[config.mk]
export PLATFORM = sky130hd
export DESIGN_NAME = wbs_charlie_keys
export DESIGN_NICKNAME = d
export VERILOG_FILES = /design/src/rtl/wbs_charlie_keys.sv
export SDC_FILE = /design/constraint.sdc
export NUM_CORES = 1
export LEC_CHECK = 0
export ABC_AREA = 1
export CAP_MARGIN = 10
export CORE_MARGIN = 4
export CORE_UTILIZATION = 53
export CTS_CLUSTER_DIAMETER = 100
export DETAILED_ROUTE_END_ITERATION = 6
export PLACE_DENSITY = 0.76
export SYNTH_ARGS = -nofsm -noshare
export SYNTH_HDL_FRONTEND = slang
export SYNTH_SLANG_ARGS = --single-unit
[constraint.sdc]
create_clock -name wbs_clk_i -period 5.1 [get_ports wbs_clk_i]
set_clock_uncertainty 0.2 [all_clocks]
set_input_delay 0.51 -clock wbs_clk_i [delete_from_list [all_inputs] [get_ports wbs_clk_i]]
set_output_delay 0.51 -clock wbs_clk_i [all_outputs]
set_load 0.02 [all_outputs]
[src/rtl/wbs_charlie_keys.sv]
// Wishbone B4 pipelined slave scanning a charlieplexed 7-pin, 42-key matrix with debounce and an event FIFO.
// Optional interrupt output is enabled by defining WBS_CHARLIE_KEYS_IRQ_EN.
module wbs_charlie_keys #(
    parameter int unsigned WB_CLK_HZ  = 0,
    parameter int unsigned SCAN_HZ    = 100000,
    parameter int unsigned FIFO_DEPTH = 16
) (
    input  logic        wbs_clk_i,
    input  logic        wbs_rst_i,
    input  logic        wbs_cyc_i,
    input  logic        wbs_stb_i,
    input  logic        wbs_we_i,
    input  logic [3:0]  wbs_adr_i,
    input  logic [31:0] wbs_dat_i,
    output logic [31:0] wbs_dat_o,
    output logic        wbs_stall_o,
    output logic        wbs_ack_o,
    output logic [6:0]  keys_o,
    output logic [6:0]  keys_oe,
    input  logic [6:0]  keys_i
`ifdef WBS_CHARLIE_KEYS_IRQ_EN
    ,
    output logic        irq_o
`endif
);

    localparam int unsigned DWELL   = WB_CLK_HZ / SCAN_HZ;
    localparam int unsigned DWELL_C = (DWELL < 10) ? 10 : DWELL;
    localparam int          CW      = $clog2(DWELL_C);
    localparam logic [CW-1:0] DRIVE_LAST = CW'(DWELL_C - 8);
    localparam int          AW      = $clog2(FIFO_DEPTH);
    localparam logic [AW:0] FILL_FULL = (AW+1)'(FIFO_DEPTH);

    typedef enum logic [1:0] {
        S_DRIVE  = 2'd0,
        S_SAMPLE = 2'd1,
        S_EMIT   = 2'd2
    } scan_state_t;

    scan_state_t   r_fsm;
    logic [2:0]    r_col;
    logic [CW-1:0] r_cnt;
    logic [6:0]    r_oe;
    logic [5:0]    r_raw;
    logic [41:0]   r_state;
    logic [41:0]   r_prev;
    logic [6:0]    r_meta;
    logic [6:0]    r_sync;

    logic [1:0]    r_ctrl;
    logic          r_ack;
    logic [31:0]   r_dat;

    logic [6:0]    r_mem [FIFO_DEPTH];
    logic [AW:0]   r_wr;
    logic [AW:0]   r_rd;
    logic          r_ovf;

    logic [5:0]    w_raw;
    logic [5:0]    w_idx;
    logic [2:0]    w_k;
    logic          w_bit;
    logic          w_evt_hit;
    logic [6:0]    w_evt;
    logic          w_req;
    logic          w_pop;
    logic          w_push;
    logic          w_drop;
    logic [AW:0]   w_count;
    logic          w_empty;
    logic          w_full;
    logic [6:0]    w_head;
    logic [7:0]    w_cnt8;
    logic [31:0]   w_rdata;
    logic          w_unused;

    assign wbs_stall_o = 1'b0;
    assign wbs_ack_o   = r_ack;
    assign wbs_dat_o   = r_dat;
    assign keys_o      = 7'd0;
    assign keys_oe     = r_oe;
    assign w_unused    = ^wbs_dat_i;

    always_ff @(posedge wbs_clk_i or posedge wbs_rst_i) begin
        if (wbs_rst_i) begin
            r_meta <= 7'd0;
            r_sync <= 7'd0;
        end else begin
            r_meta <= keys_i;
            r_sync <= r_meta;
        end
    end

    // Pins are pulled up, so a pressed key reads low; raw holds active-high presses with the driven pin removed.
    always_comb begin
        w_raw = 6'd0;
        for (int k = 0; k < 6; k++) begin
            if (k < int'(r_col))
                w_raw[k] = ~r_sync[k];
            else
                w_raw[k] = ~r_sync[k+1];
        end
    end

    assign w_k       = r_cnt[2:0];
    assign w_idx     = 6'(r_col) * 6'd6 + 6'(w_k);
    assign w_bit     = r_raw[w_k];
    assign w_evt_hit = (r_fsm == S_EMIT) && (w_bit == r_prev[w_idx]) && (w_bit != r_state[w_idx]);
    assign w_evt     = {w_bit, w_idx};

    always_ff @(posedge wbs_clk_i or posedge wbs_rst_i) begin
        if (wbs_rst_i) begin
            r_fsm   <= S_DRIVE;
            r_col   <= 3'd0;
            r_cnt   <= '0;
            r_oe    <= 7'd0;
            r_raw   <= 6'd0;
            r_state <= 42'd0;
            r_prev  <= 42'd0;
        end else if (!r_ctrl[0]) begin
            r_fsm <= S_DRIVE;
            r_col <= 3'd0;
            r_cnt <= '0;
            r_oe  <= 7'd0;
        end else begin
            r_oe <= 7'd1 << r_col;
            case (r_fsm)
                S_DRIVE: begin
                    if (r_cnt == DRIVE_LAST) begin
                        r_cnt <= '0;
                        r_fsm <= S_SAMPLE;
                    end else begin
                        r_cnt <= r_cnt + 1'b1;
                    end
                end
                S_SAMPLE: begin
                    r_raw <= w_raw;
                    r_cnt <= '0;
                    r_fsm <= S_EMIT;
                end
                S_EMIT: begin
                    r_prev[w_idx] <= w_bit;
                    if (w_evt_hit)
                        r_state[w_idx] <= w_bit;
                    if (r_cnt == CW'(5)) begin
                        r_cnt <= '0;
                        r_col <= (r_col == 3'd6) ? 3'd0 : r_col + 3'd1;
                        r_fsm <= S_DRIVE;
                    end else begin
                        r_cnt <= r_cnt + 1'b1;
                    end
                end
                default: begin
                    r_fsm <= S_DRIVE;
                    r_cnt <= '0;
                end
            endcase
        end
    end

    assign w_req   = wbs_cyc_i & wbs_stb_i;
    assign w_count = r_wr - r_rd;
    assign w_empty = (r_wr == r_rd);
    assign w_full  = (w_count == FILL_FULL);
    assign w_head  = r_mem[r_rd[AW-1:0]];
    assign w_cnt8  = 8'(w_count);
    assign w_pop   = w_req & ~wbs_we_i & (wbs_adr_i == 4'h1) & ~w_empty;
    // A same-cycle pop frees the slot the push needs, so a full FIFO only drops when nothing is popped.
    assign w_push  = w_evt_hit & (~w_full | w_pop);
    assign w_drop  = w_evt_hit & w_full & ~w_pop;

    always_ff @(posedge wbs_clk_i) begin
        if (w_push)
            r_mem[r_wr[AW-1:0]] <= w_evt;
    end

    always_ff @(posedge wbs_clk_i or posedge wbs_rst_i) begin
        if (wbs_rst_i) begin
            r_wr  <= '0;
            r_rd  <= '0;
            r_ovf <= 1'b0;
        end else begin
            if (w_push)
                r_wr <= r_wr + 1'b1;
            if (w_pop)
                r_rd <= r_rd + 1'b1;
            if (w_drop)
                r_ovf <= 1'b1;
            else if (w_req && wbs_we_i && (wbs_adr_i == 4'h0) && wbs_dat_i[8])
                r_ovf <= 1'b0;
        end
    end

    always_comb begin
        w_rdata = 32'd0;
        case (wbs_adr_i)
            4'h0:    w_rdata = {22'd0, w_empty, r_ovf, w_cnt8};
            4'h1:    w_rdata = w_empty ? 32'd0 : {24'd0, 1'b1, w_head};
            4'h2:    w_rdata = r_state[31:0];
            4'h3:    w_rdata = {22'd0, r_state[41:32]};
            4'h4:    w_rdata = {30'd0, r_ctrl};
            default: w_rdata = 32'd0;
        endcase
    end

    always_ff @(posedge wbs_clk_i or posedge wbs_rst_i) begin
        if (wbs_rst_i) begin
            r_ack  <= 1'b0;
            r_dat  <= 32'd0;
            r_ctrl <= 2'b01;
        end else begin
            r_ack <= w_req;
            r_dat <= (w_req && !wbs_we_i) ? w_rdata : 32'd0;
            if (w_req && wbs_we_i && (wbs_adr_i == 4'h4)) begin
                r_ctrl[0] <= wbs_dat_i[0];
`ifdef WBS_CHARLIE_KEYS_IRQ_EN
                r_ctrl[1] <= wbs_dat_i[1];
`endif
            end
        end
    end

`ifdef WBS_CHARLIE_KEYS_IRQ_EN
    logic r_irq;

    always_ff @(posedge wbs_clk_i or posedge wbs_rst_i) begin
        if (wbs_rst_i)
            r_irq <= 1'b0;
        else
            r_irq <= r_ctrl[1] & ~w_empty;
    end

    assign irq_o = r_irq;
`endif

endmodule

==> results.json <==
{
  "log.warning_count": 67,
  "detail_routed_via_count_per_cell": 5.910,
  "intPower_w": 0.004900,
  "finalWirelength_um": 33630,
  "grtUsageMet3": 0.04840,
  "syn2layout_area_growth_pct": 13.95,
  "core-area_mm2": 0.02439,
  "timing.critical_path.mode_cell": "nand2_1",
  "timing.final.setup_violations": 0,
  "synth.top_cell.area_share": 0.3121,
  "final_nets": 1552,
  "final_hold_viol_count": 0,
  "highest_layer": "met4",
  "clk-insertion-delay-late_ps": 550,
  "seqPwrFrac": 0.327,
  "route.vias.total": 10791,
  "timing.setup.tns_ps": 0,
  "io_buffers": 57,
  "critical_path.startpoint": "r_col[1]",
  "floorplanUtilization": 0.5390,
  "synth-async-reset-ratio": 0.5957,
  "powerClk_w": 0.00209,
  "diodes": 0,
  "crit_slowest_cell": "fa_1",
  "htree_levels": 1,
  "design.die.area_mm2": 0.02739,
  "final_ant_viol_nets": 0,
  "final_cell_area_mm2": 0.01498,
  "gpl.final_weighted_congestion": 0.9226,
  "worstHoldStart": "r_meta[4]",
  "crit_chain": "inv_1, ha_1, inv_1, fa_1, inv_2, nor2_2, nand3_1, a31oi_1, nand2_1, nand2_1, nand2_1, inv_1, nand2_1, nand2_4, nand3_4, nor2_1",
  "clock-sinks": 277,
  "setup.worst_path.end_class": "flop",
  "cp.buffers_inverters": 4,
  "finalClockPeriodUsage": 0.8732,
  "first_global_vias": 10211,
  "rsz0062_at_grt": "no",
  "cellLeakagePower_nw": 6.309,
  "finalMaxSlewViolations": 0,
  "peakVddDrop_mv": 0.4349,
  "die_w_um": 165.5,
  "ctsRootBufferMaster": "clkbuf_16",
  "edf_count": 112,
  "path_clk_slew_ps": 60,
  "comb_power_share": 0.435,
  "synthDistinctLibCells": 43,
  "worst_setup_start_kind": "flop",
  "ys_warn_count": 1,
  "grt_first_pass_wirelength_um": 53800,
  "wl_met1_um": 13770,
  "place.detailed.instances": 1773,
  "timing.setup.critical_path_class": "reg2reg",
  "postSynthSeqShare": 0.5699,
  "detail_route.iter0.violations": 1271,
  "num_io_pins": 96,
  "switching_share": 0.4419,
  "synth_chip_area_mm2": 0.01315,
  "clock_tree.buffer_depth": 3,
  "wl_met2_um": 15480,
  "netlist.top_cell.by_area": "dfrtp_1",
  "worst_path_required_time_ps": 5080,
  "use_met2": 0.3901,
  "hold_buffers": 0,
  "cap_viol_max_count": 0,
  "holdCritPathClass": "reg2reg",
  "grt_busiest_layer": "met2",
  "avgRoutedWirePerCell_um": 18.42,
  "hold_slack_ps": 146.2,
  "post_dp_cell_area_mm2": 0.01403,
  "die_h_um": 165.5,
  "largest_net_degree_at_the_start_of_global_routing": 91,
  "worst-path-max-fanout": 22,
  "wl_met3_um": 3503,
  "cp_slowest_stage_delay_ps": 800,
  "fmax_mhz": 224.6,
  "synth.top_cells.by_area": "dfrtp_1, edfxtp_1, nand2_1, nor2_1, nand4_1",
  "result_of_the_run": "complete, no violations",
  "grt_usage": 0.2468,
  "final_layout_size_suffix_gt1_frac": 0.07190,
  "cellPowerDensity_mw_per_mm2": 586.1,
  "cp.arrival_ps": 4440,
  "cts_tree": "yes",
  "cp_top_family": "simple AND/OR/NAND/NOR gates",
  "grt_overflow_total": 0,
  "place_hpwl_um": 20910,
  "pwr.group.sequential_w": 0.00287
}
[area by class of cell]
class                           instances  area, um^2
Sequential cell                       277        7495
Fill cell                            2047        9409
Multi-Input combinational cell        981        4887
Tap cell                              324       405.4
Clock inverter                         14       130.1
Inverter                               97       367.9
Timing Repair Buffer                   94       873.3
Clock buffer                           39       823.3
[Yosys cell counts (all sizes together), types with 25 or more instances]
| master | count |
|---|---|
| o22ai | 25 |
| inv | 93 |
| a21oi | 54 |
| edfxtp | 112 |
| dfrtp | 164 |
| nand2 | 341 |
| nor3 | 27 |
| clkbuf | 51 |
| nand3 | 46 |
| nor2 | 189 |
| nand4 | 86 |
| a31oi | 47 |
| o21ai | 85 |
| buf | 38 |
[worst paths after layout]
path | to | slack, ps | cells past startpoint
setup / recovery | r_mem[15][6] | 650 | 16
hold / removal | r_sync[4] | 150 | 0
setup reg to reg | r_mem[15][6] | 650 | 16
min in group asynchronous | r_prev[21] | 250 | 2
hold reg to reg | r_sync[4] | 150 | 0
max in group asynchronous | r_prev[38] | 3190 | 3
[cells by family after synthesis]
family / synth area share
xor gates and xnor gates: 0.009231
other: 0.0002852
DFF: 0.5699
buffers and inverters: 0.06271
and+or+nand+nor: 0.2267
adders and majority gates: 0.02455
AOI/OAI and AO/OA: 0.1066
[through the flow]
step | utilization | worst slack [ps]
floorplan | - | 1219
global placement | 0.5752 | 837.3
detailed placement | 0.5752 | 736.0
CTS | 0.6142 | 720.9
global route | 0.6142 | 299.3
finish | 0.6142 | 646.8
[flip-flops by register name, summed over array words and instances (netlist names), 2 cells and up]
register,flops
keys_oe,7
r_cnt,4
r_col,3
r_fsm,2
r_mem,112
r_meta,7
r_prev,42
r_raw,6
r_rd,5
r_state,42
r_sync,7
r_wr,5
wbs_dat_o,32
met3.png
Bar = 50 um.
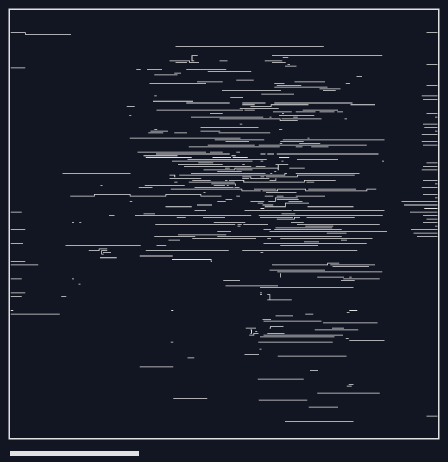
- longest straight run: 57.0 um
- nets with wire on the layer: 191

met2.png
Cells faint in the background.
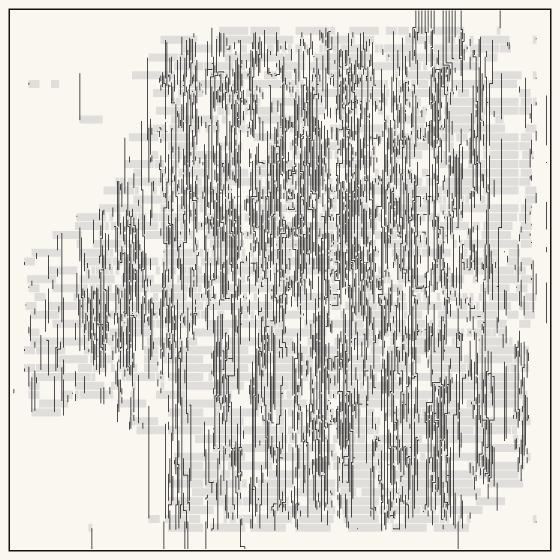
- wire length on this layer: 15,500 um
- longest straight run: 72.8 um
- share of all routed wire: 46%
- main direction: vertical

cell_classes.png
Fill, decap, tap and diode cells in gray.
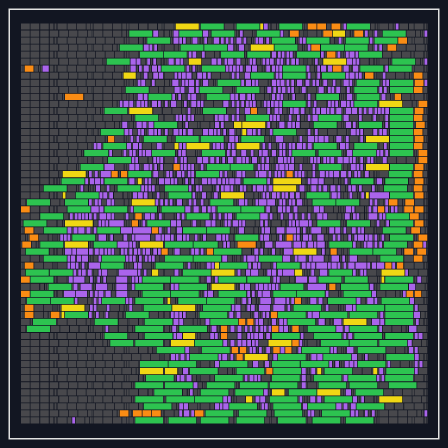
- yellow: clock drivers and dummy loads (cells 53; share of their area 6.5%)
- orange: other buffers and delay cells (cells 94; share of their area 6.0%)
- purple: all other logic (cells 1,078; share of their area 36%)
- green: flip-flops (cells 277; share of their area 51%)

final_placement.png
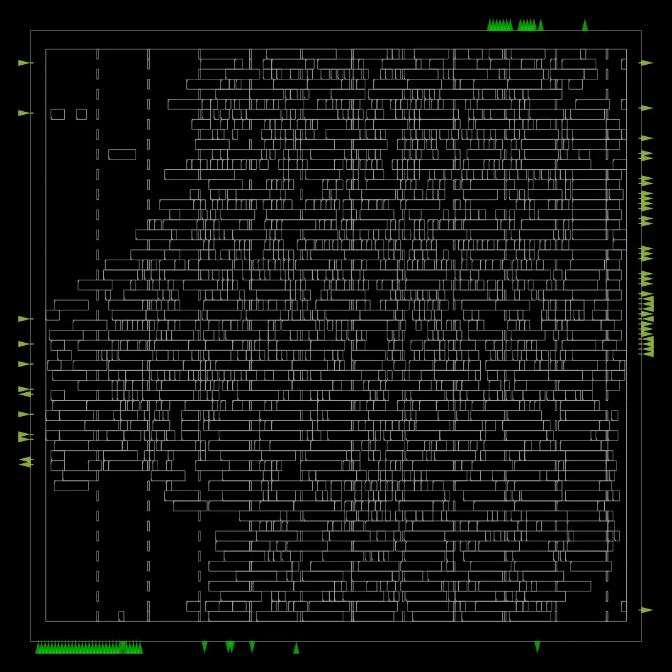
flip-flops: 277
number of cell rows: 57
Finished Core Util: 0.6142
Fillers: 2,047
final non-filler cell total: 1,826

